Figure 1. Track usage over the die (run 1).
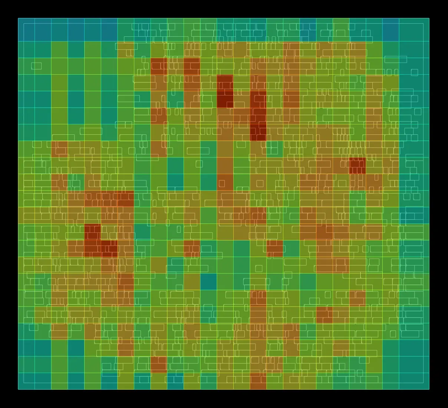
Figure 2. Signal metal coverage by tile (run 1).
Scale: 2 px per um. The die is cut into 34 by 31 equal tiles; dark blue is low, red is high, scaled to the fullest tile. Values are wire area over tile area, all layers added.
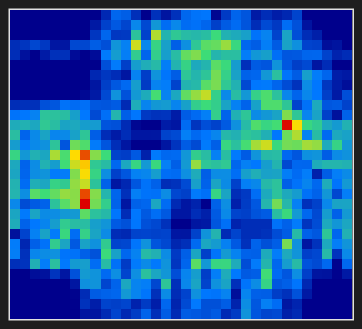
Figure 3. M2 wires (run 1).
Scale: 3 px per um. Cells faint in the background.
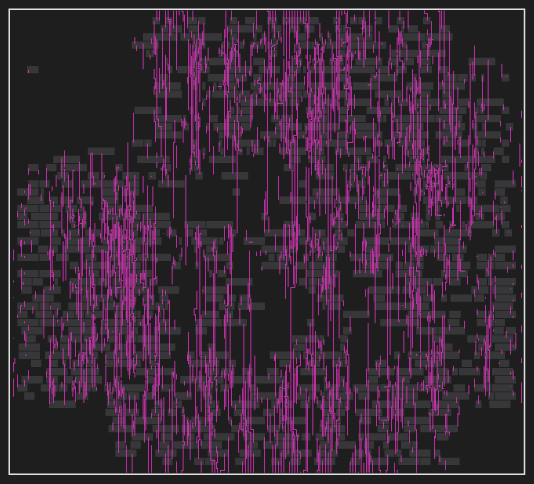
`config.mk`:
```
export PLATFORM = sky130hd
export DESIGN_NAME = lsu_mem_port
export DESIGN_NICKNAME = d
export VERILOG_FILES = /design/src/rtl/lsu_mem_port.sv
export SDC_FILE = /design/constraint.sdc
export NUM_CORES = 1
export LEC_CHECK = 0
export CAP_MARGIN = 20
export CORE_ASPECT_RATIO = 0.9
export CORE_MARGIN = 2
export CORE_UTILIZATION = 30
export CTS_CLUSTER_SIZE = 8
export DETAILED_ROUTE_END_ITERATION = 8
export PLACE_DENSITY = 0.61
export SYNTH_ARGS = -nofsm -noshare
export SYNTH_HDL_FRONTEND = slang
export SYNTH_SLANG_ARGS = --single-unit
```
`constraint.sdc`:
```
create_clock -name clk -period 3 [get_ports clk]
set_input_delay 0.6 -clock clk [delete_from_list [all_inputs] [get_ports clk]]
set_output_delay 0.6 -clock clk [all_outputs]
set_load 0.1 [all_outputs]
```
`src/rtl/lsu_mem_port.sv`:
```
// Load/store memory port: issues aligned accesses directly, splits misaligned H/W into byte accesses.
// Loads respond 1 cycle after the last access; stall holds the requester while a split is in flight.
module lsu_mem_port #(
   parameter int ADDR_W = 32
) (
   input  logic              clk,
   input  logic              rst_n,
   input  logic              req_valid,
   input  logic              req_write,
   input  logic [2:0]        req_funct3,
   input  logic [ADDR_W-1:0] req_addr,
   input  logic [31:0]       req_wdata,
   output logic              stall,
   output logic              resp_valid,
   output logic [31:0]       resp_rdata,
   output logic              illegal,
   output logic [ADDR_W-1:0] mem_addr,
   output logic              mem_write,
   output logic              mem_read,
   output logic              mem_half,
   output logic              mem_byte,
   output logic [31:0]       mem_wdata,
   input  logic [31:0]       mem_rdata
);

   typedef enum logic {IDLE, SPLIT} state_t;

   state_t            state_q;
   logic [ADDR_W-1:0] addr_q;
   logic [31:0]       wdata_q;
   logic              write_q;
   logic [2:0]        funct3_q;
   logic [1:0]        cnt_q;
   logic [1:0]        last_q;
   logic [31:0]       rbuf_q;
   logic              resp_valid_q;
   logic              illegal_q;
   logic [31:0]       resp_rdata_q;

   logic              legal;
   logic              aligned;
   logic [7:0]        wbyte;
   logic [31:0]       rdata_asm_d;

   function automatic logic [31:0] extend(input logic [2:0] f3, input logic [31:0] d);
      case (f3)
         3'b000:  extend = {{24{d[7]}}, d[7:0]};
         3'b001:  extend = {{16{d[15]}}, d[15:0]};
         3'b100:  extend = {24'h0, d[7:0]};
         3'b101:  extend = {16'h0, d[15:0]};
         default: extend = d;
      endcase
   endfunction

   always_comb begin
      legal = 1'b0;
      case (req_funct3)
         3'b000, 3'b001, 3'b010: legal = 1'b1;
         3'b100, 3'b101:         legal = ~req_write;
         default:                legal = 1'b0;
      endcase

      aligned = 1'b0;
      case (req_funct3[1:0])
         2'b00:   aligned = 1'b1;
         2'b01:   aligned = ~req_addr[0];
         default: aligned = (req_addr[1:0] == 2'b00);
      endcase

      wbyte       = wdata_q[7:0];
      rdata_asm_d = rbuf_q;
      case (cnt_q)
         2'd1: begin
            wbyte              = wdata_q[15:8];
            rdata_asm_d[15:8]  = mem_rdata[7:0];
         end
         2'd2: begin
            wbyte              = wdata_q[23:16];
            rdata_asm_d[23:16] = mem_rdata[7:0];
         end
         2'd3: begin
            wbyte              = wdata_q[31:24];
            rdata_asm_d[31:24] = mem_rdata[7:0];
         end
         default: rdata_asm_d[7:0] = mem_rdata[7:0];
      endcase
   end

   // Memory port is combinational so an aligned access completes in its acceptance cycle.
   always_comb begin
      mem_addr  = '0;
      mem_write = 1'b0;
      mem_read  = 1'b0;
      mem_half  = 1'b0;
      mem_byte  = 1'b0;
      mem_wdata = '0;
      stall     = 1'b0;
      if (state_q == IDLE) begin
         if (req_valid && legal) begin
            mem_addr  = req_addr;
            mem_write = req_write;
            mem_read  = ~req_write;
            if (aligned) begin
               mem_half  = (req_funct3[1:0] == 2'b01);
               mem_byte  = (req_funct3[1:0] == 2'b00);
               mem_wdata = req_wdata;
            end else begin
               mem_byte  = 1'b1;
               mem_wdata = {24'h0, req_wdata[7:0]};
               stall     = 1'b1;
            end
         end
      end else begin
         mem_addr  = addr_q + {{(ADDR_W-2){1'b0}}, cnt_q};
         mem_write = write_q;
         mem_read  = ~write_q;
         mem_byte  = 1'b1;
         mem_wdata = {24'h0, wbyte};
         stall     = (cnt_q != last_q);
      end
      // Reset must silence the port at once, even mid-split and between clock edges.
      if (!rst_n) begin
         mem_write = 1'b0;
         mem_read  = 1'b0;
         stall     = 1'b0;
      end
   end

   always_ff @(posedge clk or negedge rst_n) begin
      if (!rst_n) begin
         state_q      <= IDLE;
         addr_q       <= '0;
         wdata_q      <= '0;
         write_q      <= 1'b0;
         funct3_q     <= 3'b000;
         cnt_q        <= 2'd0;
         last_q       <= 2'd0;
         rbuf_q       <= '0;
         resp_valid_q <= 1'b0;
         illegal_q    <= 1'b0;
         resp_rdata_q <= '0;
      end else begin
         resp_valid_q <= 1'b0;
         illegal_q    <= 1'b0;
         if (state_q == IDLE) begin
            if (req_valid) begin
               if (!legal) begin
                  illegal_q <= 1'b1;
               end else if (aligned) begin
                  if (!req_write) begin
                     resp_valid_q <= 1'b1;
                     resp_rdata_q <= extend(req_funct3, mem_rdata);
                  end
               end else begin
                  addr_q   <= req_addr;
                  wdata_q  <= req_wdata;
                  write_q  <= req_write;
                  funct3_q <= req_funct3;
                  cnt_q    <= 2'd1;
                  last_q   <= req_funct3[1] ? 2'd3 : 2'd1;
                  rbuf_q   <= {24'h0, mem_rdata[7:0]};
                  state_q  <= SPLIT;
               end
            end
         end else begin
            rbuf_q <= rdata_asm_d;
            cnt_q  <= cnt_q + 2'd1;
            if (cnt_q == last_q) begin
               state_q <= IDLE;
               if (!write_q) begin
                  resp_valid_q <= 1'b1;
                  resp_rdata_q <= extend(funct3_q, rdata_asm_d);
               end
            end
         end
      end
   end

   assign resp_valid = resp_valid_q;
   assign resp_rdata = resp_rdata_q;
   assign illegal    = illegal_q;

endmodule

```
==> flow_metrics.tcl, run 1 <==
# collected from the flow reports
set metrics [dict create \
    gr-usage-met3 0.05553 \
    edf_count 0 \
    worstReg2RegEnd "resp_rdata[16]$_DFFE_PN0P_" \
    synthMuxAreaShare 0.1599 \
    met2_length_mm 10.68 \
    place_inst 1301 \
    finalHoldViolCount 0 \
    clkbuf_count 17 \
    ys_ff 138 \
    ys_types 50 \
    regArea_mm2 0.003465 \
    final-nonclk-buf-share 0.2619 \
    async_flop_share 1.000 \
    status "finished with violations" \
    clockBufferDepth 2 \
    fin_crit_sh 1.036 \
    cp_num_cells 10 \
    path_class "reg -> out" \
    io_pins 206 \
    die_width_um 171.2 \
    fin_crit_ns 3.109 \
    rsz0062_at_grt "true" \
    fmax_mhz 321.6 \
    place_area_mm2 0.01096 \
    critPathBufInv 4 \
    route.vias.total 6650 \
    hold_path_class "in -> async" \
    fp_nets 888 \
    logic_area_mm2 0.004287 \
    synth-warning-count 0 \
    area_growth_pct 58.33 \
    drtIter0Drc 390 \
    cts.sinks 138 \
    topCombFamilyByArea "simple AND/OR/NAND/NOR gates" \
    lay_top_count "dfrtp_1" \
    cts_tree "done" \
    violations "negative setup slack" \
    post-place-ws_ns -0.01566 \
    antenna_found_initial 0 \
    wl_met1_mm 10.99 \
    htreeDepth 4 \
    overflow 0 \
    r2r-start "cnt_q[0]$_DFFE_PN0P_" \
    finalWirelength_mm 23.56 \
    drtPass1Iterations 5 \
    clock_latency_ns 0.43 \
    rows 55 \
    cts_hold_buf 0 \
    flops 138 \
    warnings 32 \
    wl_met3_mm 1.707 \
    slowest_delay_ns 0.41 \
    nets 1108 \
    ys_area_mm2 0.007552 \
    worstSetupStartpointType "flip-flop" \
    diodes 1 \
    n_all_inverters 6 \
    yosysMostFrequentCell "dfrtp_1" \
    rr_worst_depth 7 \
    yosys_cells 778 \
    portBuffers 205 \
    largest_class "logic gates" \
    synth_area_per_cell_um2 9.707 \
    area_leaders "dfrtp_1 46%, mux2_2 13%, nand2_1 5.4%" \
    critPathLaunch "cnt_q[0]$_DFFE_PN0P_" \
    setup_violations 12 \
    mostFrequentLayoutCells "131 x dfrtp_1, 107 x nand2_1, 99 x clkdlybuf4s50_1, 85 x mux2_2, 76 x buf_4" \
    highest-signal-layer "met4" \
    ant_nets 0 \
    core_mm2 0.02491 \
    yosys.area_share.adder 0.01259 \
    synth_cells 778 \
    cp_top_family "adder cells" \
    final_max_slew_viol_count 0 \
    ff_type "dfrtp_1" \
    n_tap_cell 342 \
    fp.dieH_um 154.5 \
    critPathMaxFanout 5 \
    clock_area_frac 0.05200 \
    relSlewSlack 0.3597 \
    top_area_frac 0.4573 \
    top_area_cell "dfrtp_1" \
    clk_pin_slew_ns 0.07 \
    use_met2 0.2769 \
    synth-xor-area-share 0.03595 \
    synthAoiAreaFrac 0.1334 \
    fin_skew_ns 0.01527 \
    cts_buffers 17 \
    r2r_slack_ns 0.47 \
    cp-endpoint "mem_addr[18]" \
    tightest_slew_ns 0.9605 \
    worst_path_max_delay_cell "fa_2" \
    final_area_mm2 0.01196 \
    finalWeightedCongestion 0.7808 \
    syn-cell-area_mm2 0.007552 \
    cp.required_ns 2.40 \
    chip_area_mm2 0.02646 \
    fin_ws_ns -0.1091 \
]
About Figure 1:
per-cell routed wire length: 17.40 um
Tot GR Track Use: 0.1826
met1 Use GR: 0.2584
Layout Utilization: 0.4800
busiest grt layer: met2

About Figure 2:
densest ninth of the die: middle left
nearly empty tiles: 13%
tiles over half the peak: 6.1%

About Figure 3:
main direction: vertical
share of all routed wire: 45%

Figure 4. I/O pins on the die edge (run 1).
Scale: 3 px per um. Pins as bars across the die edge, other pins in grey.
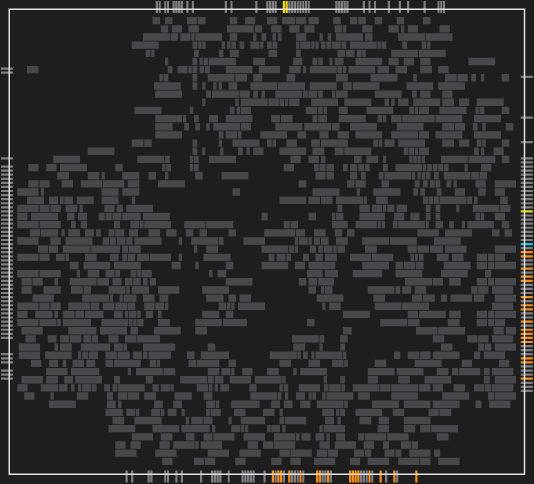

## Run 2: what changed since run 1
--- a/config.mk
+++ b/config.mk
@@ -5,13 +5,14 @@
 export SDC_FILE = /design/constraint.sdc
 export NUM_CORES = 1
 export LEC_CHECK = 0
+export ABC_AREA = 1
 export CAP_MARGIN = 20
 export CORE_ASPECT_RATIO = 0.9
 export CORE_MARGIN = 2
 export CORE_UTILIZATION = 30
 export CTS_CLUSTER_SIZE = 8
 export DETAILED_ROUTE_END_ITERATION = 8
-export PLACE_DENSITY = 0.61
+export PLACE_DENSITY = 0.6
 export SYNTH_ARGS = -nofsm -noshare
 export SYNTH_HDL_FRONTEND = slang
 export SYNTH_SLANG_ARGS = --single-unit
Figure 5. I/O pins on the die edge (run 2).
Scale: 3 px per um. Pins as bars across the die edge, other pins in grey.
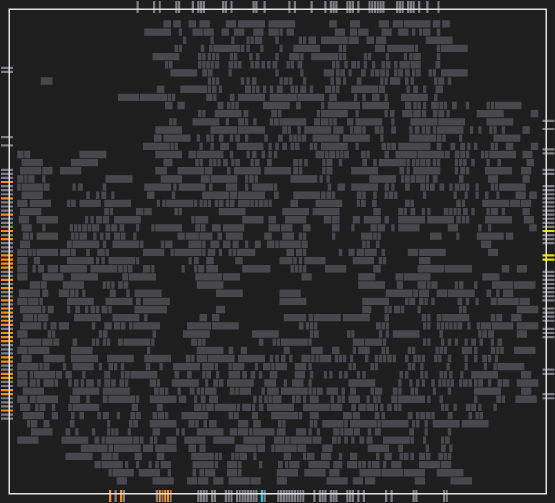
[req_wdata] orange | pins: 32 | direction: input | edge: 27 left, 5 bottom
[req_funct3] yellow | pins: 3 | direction: input | edge: right
[mem_write] cyan | pins: 1 | direction: output | edge: bottom

Figure 6. M2 wires (run 2).
Scale: 3 px per um. Cells faint in the background.
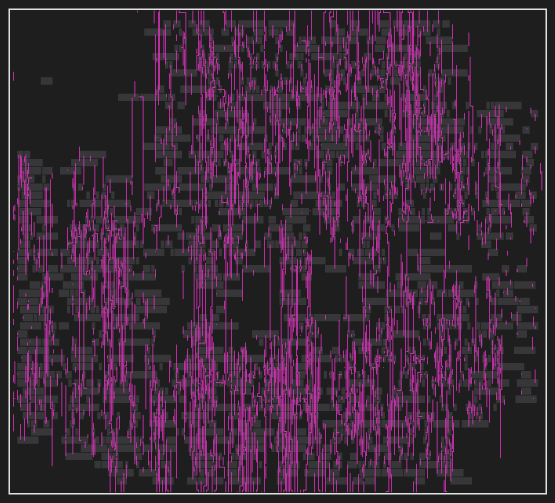
longest straight run: 66.0 um
nets with wire on the layer: 1237
share of all routed wire: 45%

==> run 2 against run 1 <==
The flow still finishes with violations (negative setup slack). Final cell count increased by 34%. Final area increased by 5.7%. Die area increased by 8.6%. Clock-buffer cell count unchanged.
==> flow_metrics.tcl, run 2 <==
# collected from the flow reports
set metrics [dict create \
    status "finished with violations" \
    violations "negative setup slack" \
    clock_area_frac 0.05017 \
    worst_path_max_delay_cell "dfrtp_1" \
    clkbuf_count 17 \
    rows 57 \
    edf_count 0 \
    ys_types 34 \
    top_area_cell "dfrtp_1" \
    fin_crit_sh 1.019 \
    area_leaders "dfrtp_1 42%, nand2_1 22%, o21ai_0 6.2%" \
    core_mm2 0.02696 \
    yosys_cells 1215 \
    cts_tree "done" \
    place_inst 1772 \
    topCombFamilyByArea "simple AND/OR/NAND/NOR gates" \
    portBuffers 205 \
    critPathBufInv 4 \
    cp.required_ns 2.40 \
    met2_length_mm 12.79 \
    async_flop_share 1.000 \
    final-nonclk-buf-share 0.2624 \
    logic_area_mm2 0.004314 \
    clock_latency_ns 0.42 \
    fin_crit_ns 3.056 \
    ys_area_mm2 0.008220 \
    route.vias.total 8629 \
    place_area_mm2 0.01168 \
    lay_top_count "nand2_1" \
    rsz0062_at_grt "true" \
    finalWeightedCongestion 0.8755 \
    synth-xor-area-share 0.006393 \
    ys_ff 138 \
    path_class "reg -> out" \
    fin_skew_ns 0.01121 \
    drtPass1Iterations 6 \
    slowest_delay_ns 0.42 \
    hold_path_class "in -> async" \
    final_max_slew_viol_count 0 \
    post-place-ws_ns 0.02656 \
    cp_top_family "adder cells" \
    critPathMaxFanout 5 \
    worstSetupStartpointType "flip-flop" \
    synth_area_per_cell_um2 6.766 \
    finalHoldViolCount 0 \
    drtIter0Drc 508 \
    diodes 1 \
    setup_violations 3 \
    mostFrequentLayoutCells "472 x nand2_1, 137 x dfrtp_1, 112 x inv_1, 101 x clkdlybuf4s50_1, 91 x o21ai_0" \
    io_pins 206 \
    fin_ws_ns -0.05558 \
    r2r_slack_ns 0.83 \
    wl_met3_mm 1.881 \
    r2r-start "cnt_q[0]$_DFFE_PN0P_" \
]
Figure 7. Track usage over the die (run 2).
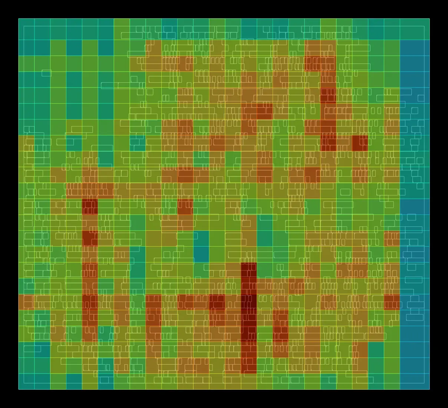
Tot GR Track Use: 0.2001
met2 Track Usage GR: 0.3103
global-route track usage on met3: 0.04991
Layout Utilization: 0.4690

